run_1/ff_map.png
The bar under the picture is 20 µm long. Other sequential cells in the stronger grey, the rest of the logic in the fainter grey.
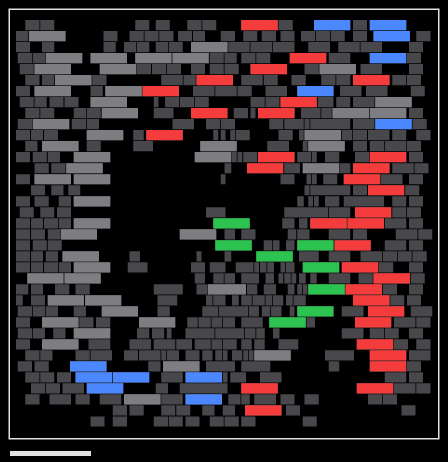
run_1/clock_nets.png
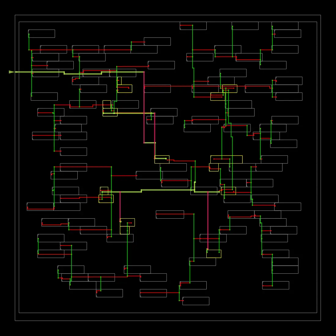
run_1/gates.png
The bar under the picture is 20 µm long.
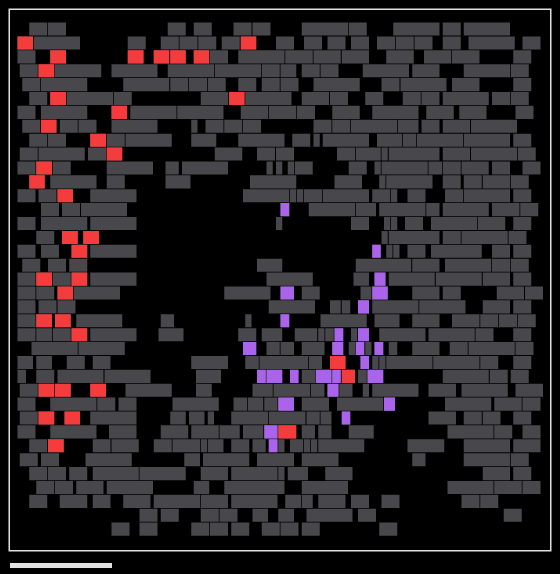
run_1/pinout.png
Pins as bars across the die edge, other pins in grey.
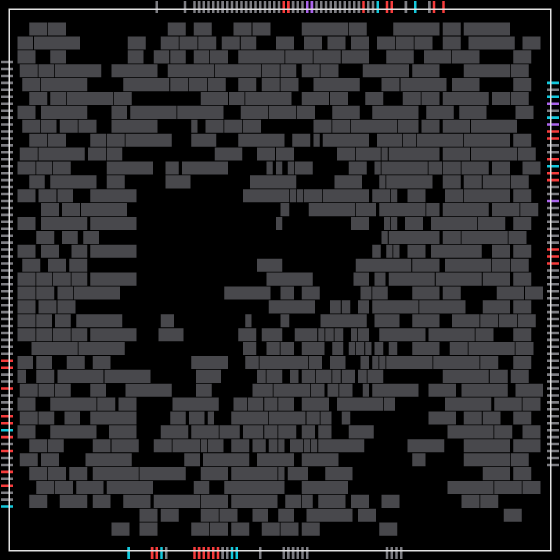
File: src/rtl/riscv_csr_pkg.sv
`default_nettype none
// =============================================================================
// riscv_csr_pkg: shared CSR instruction encodings and requester state type
// Revision: 1.0
// =============================================================================
package riscv_csr_pkg;

   localparam logic [6:0] SYSTEM_OPCODE = 7'b1110011;

   localparam logic [2:0] F3_CSRRW  = 3'b001;
   localparam logic [2:0] F3_CSRRS  = 3'b010;
   localparam logic [2:0] F3_CSRRC  = 3'b011;
   localparam logic [2:0] F3_CSRRWI = 3'b101;
   localparam logic [2:0] F3_CSRRSI = 3'b110;
   localparam logic [2:0] F3_CSRRCI = 3'b111;

   typedef enum logic [1:0] {
      REQ_IDLE = 2'd0,
      REQ_BUS  = 2'd1,
      REQ_RESP = 2'd2
   } req_state_e;

   function automatic logic is_csr_funct3(input logic [2:0] f3);
      return (f3 == F3_CSRRW)  || (f3 == F3_CSRRS)  || (f3 == F3_CSRRC) ||
             (f3 == F3_CSRRWI) || (f3 == F3_CSRRSI) || (f3 == F3_CSRRCI);
   endfunction

endpackage
`default_nettype wire

File: src/rtl/riscv_csrbus_if.sv
`default_nettype none
// =============================================================================
// riscv_csrbus_if: single-outstanding CSR access bus between core and register block
// Revision: 1.0
// =============================================================================
interface riscv_csrbus_if #(
   parameter int XLEN = 32
) ();
   logic            valid;
   logic [11:0]     csr;
   logic [2:0]      funct3;
   logic [4:0]      rs1;
   logic [XLEN-1:0] rs1_value;
   logic            ready;
   logic [XLEN-1:0] rd_value;
   logic            error;

   modport master (
      output valid, csr, funct3, rs1, rs1_value,
      input  ready, rd_value, error
   );

   modport slave (
      input  valid, csr, funct3, rs1, rs1_value,
      output ready, rd_value, error
   );
endinterface
`default_nettype wire

File: src/rtl/riscv_csr_requester.sv
`default_nettype none
// =============================================================================
// riscv_csr_requester: turns one decoded CSR instruction into one CSR bus
// transaction and returns rd writeback data, with a bus-timeout watchdog.
// Revision: 1.0
// =============================================================================
module riscv_csr_requester
   import riscv_csr_pkg::*;
#(
   parameter int XLEN           = 32,
   parameter int TIMEOUT_CYCLES = 255
) (
   input  logic            i_clk,
   input  logic            i_rst_n,
   input  logic            i_inst_valid,
   output logic            o_inst_ready,
   input  logic [31:0]     i_inst,
   input  logic [XLEN-1:0] i_rs1_value,
   output logic            o_result_valid,
   input  logic            i_result_ready,
   output logic [4:0]      o_rd,
   output logic            o_rd_write,
   output logic [XLEN-1:0] o_rd_value,
   output logic            o_illegal,
   riscv_csrbus_if.master  csrbus_if
);

   localparam int CNT_RAW = $clog2(TIMEOUT_CYCLES + 1);
   localparam int CNT_W   = (CNT_RAW < 8) ? 8 : ((CNT_RAW > 32) ? 32 : CNT_RAW);
   localparam bit TO_EN   = (TIMEOUT_CYCLES != 0);
   localparam logic [CNT_W-1:0] TO_LAST = CNT_W'((TIMEOUT_CYCLES == 0) ? 0 : TIMEOUT_CYCLES - 1);

   req_state_e      state_q, state_d;
   logic [11:0]     csr_q, csr_d;
   logic [2:0]      funct3_q, funct3_d;
   logic [4:0]      rs1_q, rs1_d;
   logic [XLEN-1:0] rs1_value_q, rs1_value_d;
   logic [4:0]      rd_q, rd_d;
   logic [XLEN-1:0] rd_value_q, rd_value_d;
   logic            illegal_q, illegal_d;
   logic [CNT_W-1:0] cnt_q, cnt_d;

   logic [6:0] w_opcode;
   logic [2:0] w_funct3;
   logic       w_legal;
   logic       w_accept;
   logic       w_timeout;

   assign w_opcode  = i_inst[6:0];
   assign w_funct3  = i_inst[14:12];
   assign w_legal   = (w_opcode == SYSTEM_OPCODE) && is_csr_funct3(w_funct3);
   assign w_accept  = i_inst_valid && o_inst_ready;
   assign w_timeout = TO_EN && (cnt_q == TO_LAST);

   // A consumed result frees the slot in the same cycle, giving back-to-back accepts.
   assign o_inst_ready   = (state_q == REQ_IDLE) || ((state_q == REQ_RESP) && i_result_ready);
   assign o_result_valid = (state_q == REQ_RESP);
   assign o_rd           = rd_q;
   assign o_rd_value     = rd_value_q;
   assign o_illegal      = illegal_q;
   assign o_rd_write     = !illegal_q && (rd_q != 5'd0);

   assign csrbus_if.valid     = (state_q == REQ_BUS);
   assign csrbus_if.csr       = csr_q;
   assign csrbus_if.funct3    = funct3_q;
   assign csrbus_if.rs1       = rs1_q;
   assign csrbus_if.rs1_value = rs1_value_q;

   always_comb begin
      state_d     = state_q;
      csr_d       = csr_q;
      funct3_d    = funct3_q;
      rs1_d       = rs1_q;
      rs1_value_d = rs1_value_q;
      rd_d        = rd_q;
      rd_value_d  = rd_value_q;
      illegal_d   = illegal_q;
      cnt_d       = cnt_q;

      case (state_q)
         REQ_IDLE, REQ_RESP: begin
            if (w_accept) begin
               rd_d       = i_inst[11:7];
               rd_value_d = '0;
               if (w_legal) begin
                  csr_d       = i_inst[31:20];
                  funct3_d    = w_funct3;
                  rs1_d       = i_inst[19:15];
                  rs1_value_d = i_rs1_value;
                  illegal_d   = 1'b0;
                  cnt_d       = '0;
                  state_d     = REQ_BUS;
               end else begin
                  illegal_d = 1'b1;
                  state_d   = REQ_RESP;
               end
            end else if ((state_q == REQ_RESP) && i_result_ready) begin
               state_d = REQ_IDLE;
            end
         end
         REQ_BUS: begin
            // ready on the limit cycle still completes normally
            if (csrbus_if.ready) begin
               rd_value_d = csrbus_if.error ? '0 : csrbus_if.rd_value;
               illegal_d  = csrbus_if.error;
               state_d    = REQ_RESP;
            end else if (w_timeout) begin
               rd_value_d = '0;
               illegal_d  = 1'b1;
               state_d    = REQ_RESP;
            end else begin
               cnt_d = cnt_q + 1'b1;
            end
         end
         default: state_d = REQ_IDLE;
      endcase
   end

   always_ff @(posedge i_clk or negedge i_rst_n) begin
      if (!i_rst_n) begin
         state_q     <= REQ_IDLE;
         csr_q       <= '0;
         funct3_q    <= '0;
         rs1_q       <= '0;
         rs1_value_q <= '0;
         rd_q        <= '0;
         rd_value_q  <= '0;
         illegal_q   <= 1'b0;
         cnt_q       <= '0;
      end else begin
         state_q     <= state_d;
         csr_q       <= csr_d;
         funct3_q    <= funct3_d;
         rs1_q       <= rs1_d;
         rs1_value_q <= rs1_value_d;
         rd_q        <= rd_d;
         rd_value_q  <= rd_value_d;
         illegal_q   <= illegal_d;
         cnt_q       <= cnt_d;
      end
   end

endmodule
`default_nettype wire

File: src/flat_wrapper.sv
// flat-port wrapper written by rule: the top's interface ports become plain ports
module riscv_csr_requester_flat import riscv_csr_pkg::*;
#(
   parameter int XLEN           = 32,
   parameter int TIMEOUT_CYCLES = 255
)
  (i_clk, i_rst_n, i_inst_valid, o_inst_ready, i_inst, i_rs1_value, o_result_valid, i_result_ready, o_rd, o_rd_write, o_rd_value, o_illegal, csrbus_if_valid, csrbus_if_csr, csrbus_if_funct3, csrbus_if_rs1, csrbus_if_rs1_value, csrbus_if_ready, csrbus_if_rd_value, csrbus_if_error);
  riscv_csrbus_if #(.XLEN(XLEN)) csrbus_if_i ();
  input  logic i_clk;
  input  logic i_rst_n;
  input  logic i_inst_valid;
  output logic o_inst_ready;
  input  logic [31:0] i_inst;
  input  logic [XLEN-1:0] i_rs1_value;
  output logic o_result_valid;
  input  logic i_result_ready;
  output logic [4:0] o_rd;
  output logic o_rd_write;
  output logic [XLEN-1:0] o_rd_value;
  output logic o_illegal;
  output wire logic [$bits(csrbus_if_i.valid)-1:0] csrbus_if_valid;
  output wire logic [$bits(csrbus_if_i.csr)-1:0] csrbus_if_csr;
  output wire logic [$bits(csrbus_if_i.funct3)-1:0] csrbus_if_funct3;
  output wire logic [$bits(csrbus_if_i.rs1)-1:0] csrbus_if_rs1;
  output wire logic [$bits(csrbus_if_i.rs1_value)-1:0] csrbus_if_rs1_value;
  input wire logic [$bits(csrbus_if_i.ready)-1:0] csrbus_if_ready;
  input wire logic [$bits(csrbus_if_i.rd_value)-1:0] csrbus_if_rd_value;
  input wire logic [$bits(csrbus_if_i.error)-1:0] csrbus_if_error;
  assign csrbus_if_valid = csrbus_if_i.valid;
  assign csrbus_if_csr = csrbus_if_i.csr;
  assign csrbus_if_funct3 = csrbus_if_i.funct3;
  assign csrbus_if_rs1 = csrbus_if_i.rs1;
  assign csrbus_if_rs1_value = csrbus_if_i.rs1_value;
  assign csrbus_if_i.ready = csrbus_if_ready;
  assign csrbus_if_i.rd_value = csrbus_if_rd_value;
  assign csrbus_if_i.error = csrbus_if_error;
  riscv_csr_requester #(.XLEN(XLEN), .TIMEOUT_CYCLES(TIMEOUT_CYCLES)) u_core (.i_clk(i_clk), .i_rst_n(i_rst_n), .i_inst_valid(i_inst_valid), .o_inst_ready(o_inst_ready), .i_inst(i_inst), .i_rs1_value(i_rs1_value), .o_result_valid(o_result_valid), .i_result_ready(i_result_ready), .o_rd(o_rd), .o_rd_write(o_rd_write), .o_rd_value(o_rd_value), .o_illegal(o_illegal), .csrbus_if(csrbus_if_i));
endmodule
File: config.mk
export PLATFORM = sky130hd
export DESIGN_NAME = riscv_csr_requester_flat
export DESIGN_NICKNAME = d
export VERILOG_FILES = /design/src/rtl/riscv_csr_pkg.sv /design/src/rtl/riscv_csrbus_if.sv /design/src/rtl/riscv_csr_requester.sv /design/src/flat_wrapper.sv
export SDC_FILE = /design/constraint.sdc
export NUM_CORES = 1
export LEC_CHECK = 0
export CAP_MARGIN = 20
export CORE_UTILIZATION = 38
export CTS_BUF_LIST = sky130_fd_sc_hd__clkbuf_8
export DETAILED_ROUTE_END_ITERATION = 12
export PLACE_DENSITY = 0.79
export SLEW_MARGIN = 20
export SYNTH_ARGS = -nofsm -noshare
export SYNTH_HDL_FRONTEND = slang
export SYNTH_SLANG_ARGS = --single-unit
File: constraint.sdc
create_clock -name i_clk -period 2.09 [get_ports i_clk]
set_clock_uncertainty 0.1 [all_clocks]
set_input_delay 0.5225 -clock i_clk [delete_from_list [all_inputs] [get_ports i_clk]]
set_output_delay 0.5225 -clock i_clk [all_outputs]
set_load 0.005 [all_outputs]
==> job_summary.md, run 1 <==
### Yosys + OpenROAD results

| Metric | Value |
|---|---|
| Core Area | 10400 µm² |
| WL per Instance | 17.2 µm |
| Dominant power group | sequential cells |
| Fin crit share | 98.8% |
| Leading cell type by number of instances after synthesis | dfrtp_1 |
| Register share after synthesis | 61.2% |
| DR WL met3 | 798 µm |
| Comb. pwr | 0.650 mW |
| Most Crowded Layer GR | met2 |
| Clock network share of area | 2.83% |
| Non-clk invs | 6 |
| Most frequent logic cells in the routed design | 180 x clkdlybuf4s50_1, 99 x dfrtp_1, 50 x mux2_4 |
| Final ANT Viol Nets | 0 |
| Max-slew violations | 0 |
| Comb power frac | 16.5% |
| DR pass1 iterations | 4 |
| Crit Reg-Reg Startpoint | u_core.state_q[0] |
| Crit path launch type | input pin |
| Internal power | 3.01 mW |
| Io pins | 196 |
| Top cells, area | dfrtp_1 61%, mux2_4 18%, a22o_1 6.9% |
| Fmax achieved | 0.484 GHz |
| Synth Flop Type | dfrtp_1 |
| RSZ-0062 raised after global routing | no |
| Post-Synth XOR/XNOR Area | 0% |
| Req. time, crit path | 2.24 ns |
| Critical setup path kind | input pin to flip-flop |
| Nets | 602 |
| Hold path endpoint | u_core.cnt_q[7] |
| And+or+nand+nor area frac | 4.31% |
| Antenna cells | 1 |
| Worst-skew pair later-pin latency | 0.36 ns |
| GR Util met3 | 6.31% |
| Pleak | 3.21 nW |
| Synth Register Bits | 100 |
| Max-cap violation count | 0 |
| Reg2reg path depth | 6 |
| Final Cell Area | 6730 µm² |
| CP endpoint kind | flip-flop |
| Met2 wire len | 5.31 mm |
| MUX share of area | 19.4% |
| First-pass GRT wire length | 17.0 mm |
| Tmin final | 2.07 ns |
| GRT met2 Usage | 32.4% |
| Worst slew margin | 75.3% |
| Non-clk bufs | 226 |
| Layout cells sized above 1 | 21.3% |
| Synthesized area | 4090 µm² |
| Leading area contributor after synthesis | dfrtp_1 |
| Clock group | 1.22 mW |
| Worst VDD drop | 0.000290 V |
| Overall routed net length | 11.0 mm |
| Number of cells in Yosys stat | 277 |
| Vias | 3138 |
| Clkbuf count | 9 |
| Initial antenna violation count | 1 |
| Fin. Hold Viols | 0 |
| Crit path depth | 7 |
| Post-CTS Setup Inserts | 7 |
| GR Util met1 | 25.0% |
| FILL cells | 779 |
| Arrival time at the worst endpoint | 2.21 ns |
| CP bufs+invs | 3 |
| Buffering overhead | 35.0% |
| Sw Pwr | 0.938 mW |
| Mapped Nets | 381 |
| Detailed Place HPWL | 7.74 mm |
| Layout area overhead | 64.5% |
| R2R setup slack | 0.20 ns |
| CP cell instances | clkdlybuf4s15_1, nand4b_1, or4_4, or2_4, buf_12, buf_12, mux2_4 |
| Detailed Route Iter0 Violations | 133 |
| Clk slew on worst S/H paths | 0.09 ns |
| Family with the most delay on the worst path | simple AND/OR/NAND/NOR gates |
| Vias per cell | 4.91 |
| M1 wire length | 4.75 mm |
| FP Util | 39.4% |
| Slowest stage delay, CP | 0.45 ns |
| Hold path start | u_core.cnt_q[7] |
| Post-synthesis area per instance | 14.8 µm² |
| Comb_multi_in | 155 |
| Top layer in use | met4 |
| Pwr Total | 3.94 mW |
| RR Endpoint | u_core.csrbus_if.rs1_value[6] |
| Seq pwr share | 52.6% |
| Biggest Area Class | sequential cells |
| Outcome | finished, final reports clean |
| Tot GR Track Use | 19.8% |
| Placement Setup Slack | -0.668 ns |
| Flop count | 100 |
| YS warnings | 0 |
| DRC | 0 |
| Num rows | 37 |
| Adder share | 0.612% |
| Asr flop ratio synth | 100% |
| Placed inst area | 6320 µm² |
| AO/OA Area Share | 11.3% |
| Crit Path Max Fanout | 8 |
| Tool warnings | 28 |
| Max-area cell share | 61.2% |
| GR Overflow Total | 0 |
| Setup-failing EPs final | 0 |
| Worst setup startpoint | i_inst[0] |
| Post_cts resized | 33 |
| Tapcells | 136 |
| Pwr/cell area | 587 nW/µm² |
| Synthesis area per yosys | 4090 µm² |
| Deepest clock path buffer count | 2 |
| Final WS setup | 0.0245 ns |
| Post-CTS Hold Fix Bufs | 1 |
| WHS Path Cells | 1 |
| Synth unique cells | 33 |
| Post-Synthesis Cells | 277 |
| Clock share of power | 30.9% |
| CTS root buffer | clkbuf_8 |
| Placed cells | 611 |
| Setup TNS | 0 ns |
| Multi-input gate area | 1490 µm² |
| HP Class | flip-flop to flip-flop |
| Worst Setup EP | u_core.csrbus_if.rs1_value[6] |
| Worst Max-Slew Pin Slew | 0.369 ns |
| CTS tree | done |
| Register area | 2500 µm² |
| Largest net degree at the start of global routing | 42 |
| Hold Worst Slack | 0.390 ns |
| Switching portion of total power | 23.8% |
| Top logic family | multiplexers |
| EDFF count, synth | 0 |
| Number of global-route vias before repair | 3358 |
| RD Place Congestion | 0.763 |
| Crit-path slowest cell | or4_4 |
| Crit path top cell by count | buf_12 |
| Die footprint | 11200 µm² |
| CTS H-tree depth | 3 |
-- ff_map.png (at the start) --
[green] u_core.cnt_q | flops: 8
[red] u_core.csrbus_if.rs1_value | flops: 32
[blue] u_core.csrbus_if.csr | flops: 12 | where: all over the die
flop share of the area: 37.2%
Seq. pwr: 2.07 mW
final core utilization: 64.9%

-- clock_nets.png (at the start) --
clk sinks: 100
Num CTS Buffers: 9

-- gates.png (at the start) --
[purple] aoi and oai cells | cells: 26
[red] non-inverting ao/oa cells | cells: 35
Non-Filler Instances: 639
most frequent logic cell in the layout: clkdlybuf4s50_1
Comb area share: 22.1%

-- pinout.png (at the start) --
[purple] o_rd | pins: 5 | direction: output | edge: 3 right, 2 top
[red] i_inst | pins: 32 | direction: input | edge: 9 left, 8 right, 8 bottom, 7 top
[cyan] csrbus_if_csr | pins: 12 | direction: output | edge: 4 bottom, 4 right, 2 left, 2 top
all pins by edge: 65 left, 56 right, 49 top, 26 bottom
Die Y: 106 µm
chip width: 106 µm
Port Buf Inserts: 195

--- run 2 (diff from run 1) ---
--- a/config.mk
+++ b/config.mk
@@ -6,11 +6,12 @@
 export NUM_CORES = 1
 export LEC_CHECK = 0
 export CAP_MARGIN = 20
+export CORE_MARGIN = 3
 export CORE_UTILIZATION = 38
 export CTS_BUF_LIST = sky130_fd_sc_hd__clkbuf_8
 export DETAILED_ROUTE_END_ITERATION = 12
 export PLACE_DENSITY = 0.79
-export SLEW_MARGIN = 20
+export SLEW_MARGIN = 25
 export SYNTH_ARGS = -nofsm -noshare
 export SYNTH_HDL_FRONTEND = slang
 export SYNTH_SLANG_ARGS = --single-unit
==> run 2 against run 1 <==
  * The flow now finishes with violations (negative setup slack)
  * Maximum frequency down 1.9%
  * Core utilization is 0.13 points lower
  * Flip-flop count did not move
  * Register-to-register slack worse by 0.05 ns
  * Hold slack gained 0.0031 ns
  * Sequential share of layout area down 0.090 points
  * Critical path depth unchanged
  * Critical path type unchanged
  * Count of clock-buffer cells in the layout is the same
==> job_summary.md, run 2 <==
### Yosys + OpenROAD results

| Metric | Value |
|---|---|
| Worst setup startpoint | i_inst[2] |
| Clock share of power | 32.7% (+1.8 points) |
| Detailed Route Iter0 Violations | 180 (+35%) |
| Final ANT Viol Nets | 0 (unchanged) |
| CP bufs+invs | 3 (unchanged) |
| Arrival time at the worst endpoint | 2.26 ns (+0.05 ns) |
| Worst slew margin | 79.7% (+4.4 points) |
| Tool warnings | 29 (+3.6%) |
| Pleak | 3.23 nW (+0.65%) |
| Number of global-route vias before repair | 3388 (+0.89%) |
| GR Util met1 | 25.6% (+0.67 points) |
| Post-CTS Hold Fix Bufs | 1 (unchanged) |
| MUX share of area | 19.4% (unchanged) |
| Family with the most delay on the worst path | simple AND/OR/NAND/NOR gates |
| Clk slew on worst S/H paths | 0.10 ns (about the same) |
| Largest net degree at the start of global routing | 40 (-4.8%) |
| Layout area overhead | 64.9% |
| RD Place Congestion | 0.744 (-2.4%) |
| Critical setup path kind | input pin to flip-flop |
| Most frequent logic cell in the layout | clkdlybuf4s50_1 |
| Synth Flop Type | dfrtp_1 |
| Final core utilization | 64.7% (-0.13 points) |
| CP endpoint kind | flip-flop |
| Comb. pwr | 0.647 mW (about the same) |
| AO/OA Area Share | 11.3% (unchanged) |
| Pwr Total | 4.05 mW (+2.7%) |
| Io pins | 196 (unchanged) |
| GRT met2 Usage | 30.1% (-2.4 points) |
| Max-area cell share | 61.2% (unchanged) |
| GR Util met3 | 6.28% (-0.025 points) |
| Final Cell Area | 6740 µm² (+0.24%) |
| Nets | 604 (+0.33%) |
| RSZ-0062 raised after global routing | yes |
| First-pass GRT wire length | 17.6 mm (+3.2%) |
| WL per Instance | 18.0 µm (+4.6%) |
| GR Overflow Total | 0 (unchanged) |
| Non-clk invs | 6 (unchanged) |
| Synth Register Bits | 100 (unchanged) |
| Outcome | finished with violations |
| Buffering overhead | 34.7% (-0.27 points) |
| Flop share of the area | 37.1% (-0.090 points) |
| Post-CTS Setup Inserts | 8 (+1) |
| Internal power | 3.04 mW (+1.0%) |
| HP Class | flip-flop to flip-flop |
| Max-slew violations | 0 (unchanged) |
| Sw Pwr | 1.01 mW (+8.0%) |
| Non-clk bufs | 228 (+0.88%) |
| Initial antenna violation count | 0 (-1) |
| M1 wire length | 4.93 mm (+3.9%) |
| Crit path launch type | input pin |
| DR pass1 iterations | 4 (unchanged) |
| Vias per cell | 4.96 (+1.1%) |
| Failing checks | negative setup slack |
| Tapcells | 136 (unchanged) |
| Number of cells in Yosys stat | 277 (unchanged) |
| Register share after synthesis | 61.2% (unchanged) |
| Die footprint | 12000 µm² (+7.7%) |
| Reg2reg path depth | 7 (+1) |
| Placed inst area | 6320 µm² (about the same) |
| Antenna cells | 0 (-1) |
| Final WS setup | -0.0160 ns (-0.0404 ns) |
| Comb power frac | 16.0% (-0.5 points) |
| Setup-failing EPs final | 2 (+2) |
| Worst VDD drop | 0.000414 V (+43%) |
| Deepest clock path buffer count | 2 (unchanged) |
| Top logic family | multiplexers |
| Vias | 3182 (+1.4%) |
| Worst Setup EP | u_core.csrbus_if.rs1_value[17] |
| CTS tree | done |
| DR WL met3 | 1.10 mm (+38%) |
| CTS H-tree depth | 3 (unchanged) |
| YS warnings | 0 (unchanged) |
| Max-cap violation count | 0 (unchanged) |
| RR Endpoint | u_core.csrbus_if.rs1_value[17] |
| Top layer in use | met4 |
| Num rows | 37 (unchanged) |
| Fmax achieved | 0.475 GHz (-1.9%) |
| Switching portion of total power | 25.0% (+1.2 points) |
| Register area | 2500 µm² (unchanged) |
| Multi-input gate area | 1490 µm² (+0.34%) |
| Leading cell type by number of instances after synthesis | dfrtp_1 |
| Most frequent logic cells in the routed design | 180 x clkdlybuf4s50_1, 99 x dfrtp_1, 50 x mux2_4 |
| Fin crit share | 101% (+1.9 points) |
| Clock network share of area | 3.21% (+0.38 points) |
| Crit Reg-Reg Startpoint | u_core.state_q[1] |
| FILL cells | 763 (-2.1%) |
| Core Area | 10400 µm² (+0.45%) |
| Req. time, crit path | 2.24 ns (about the same) |
| Synthesized area | 4090 µm² (unchanged) |
| Mapped Nets | 381 (unchanged) |
| Crit path depth | 7 (unchanged) |
| Most Crowded Layer GR | met2 |
| Adder share | 0.612% (unchanged) |
| Post-synthesis area per instance | 14.8 µm² (unchanged) |
| Num CTS Buffers | 9 (unchanged) |
| Hold path start | u_core.cnt_q[6] |
| Leading area contributor after synthesis | dfrtp_1 |
| Detailed Place HPWL | 8.34 mm (+7.7%) |
| Placement Setup Slack | -0.617 ns (+0.0514 ns) |
| Seq pwr share | 51.3% (-1.3 points) |
| Slowest stage delay, CP | 0.57 ns (+0.12 ns) |
| Placed cells | 613 (+0.33%) |
| Hold Worst Slack | 0.393 ns (+0.00306 ns) |
| And+or+nand+nor area frac | 4.31% (unchanged) |
| FP Util | 39.3% (-0.18 points) |
| Clk sinks | 100 (unchanged) |
| Biggest Area Class | sequential cells |
| Setup TNS | -0.0179 ns (-0.0179 ns) |
| Crit Path Max Fanout | 8 (unchanged) |
| Tot GR Track Use | 19.1% (-0.73 points) |
| Top cells, area | dfrtp_1 61%, mux2_4 18%, a22o_1 6.9% |
| CTS root buffer | clkbuf_8 |
| Crit-path slowest cell | or4_4 |
| Port Buf Inserts | 195 (unchanged) |
| Pwr/cell area | 601 nW/µm² (+2.4%) |
| EDFF count, synth | 0 (unchanged) |
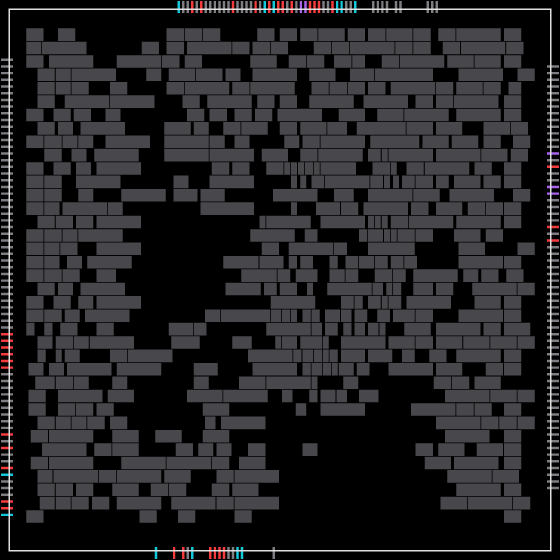
run_2/pinout.png
Pins as bars across the die edge, other pins in grey.
[purple] o_rd | pins: 5 | direction: output | edge: 3 right, 2 top
[red] i_inst | pins: 32 | direction: input | edge: 12 top, 11 left, 6 bottom, 3 right
[cyan] csrbus_if_csr | pins: 12 | direction: output | edge: 6 top, 4 bottom, 2 left
chip width: 110 µm
Die Y: 110 µm

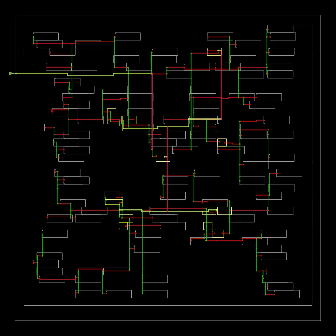
run_2/clock_nets.png
Clock group: 1.33 mW
clkbuf count: 9
worst-skew pair later-pin latency: 0.37 ns
flop count: 100

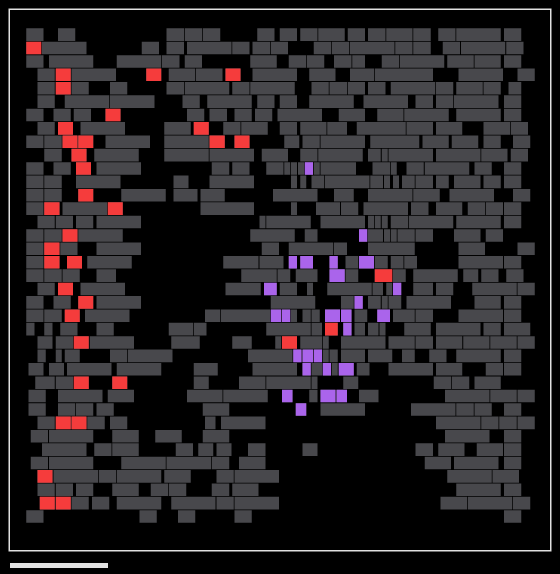
run_2/gates.png
The bar under the picture is 20 µm long.
[red] non-inverting ao/oa cells | cells: 35
[purple] aoi and oai cells | cells: 26 | where: centre
Non-Filler Instances: 641
Comb area share: 22.1%

Power figures rest on the tool's default switching activity, not on a simulated workload.
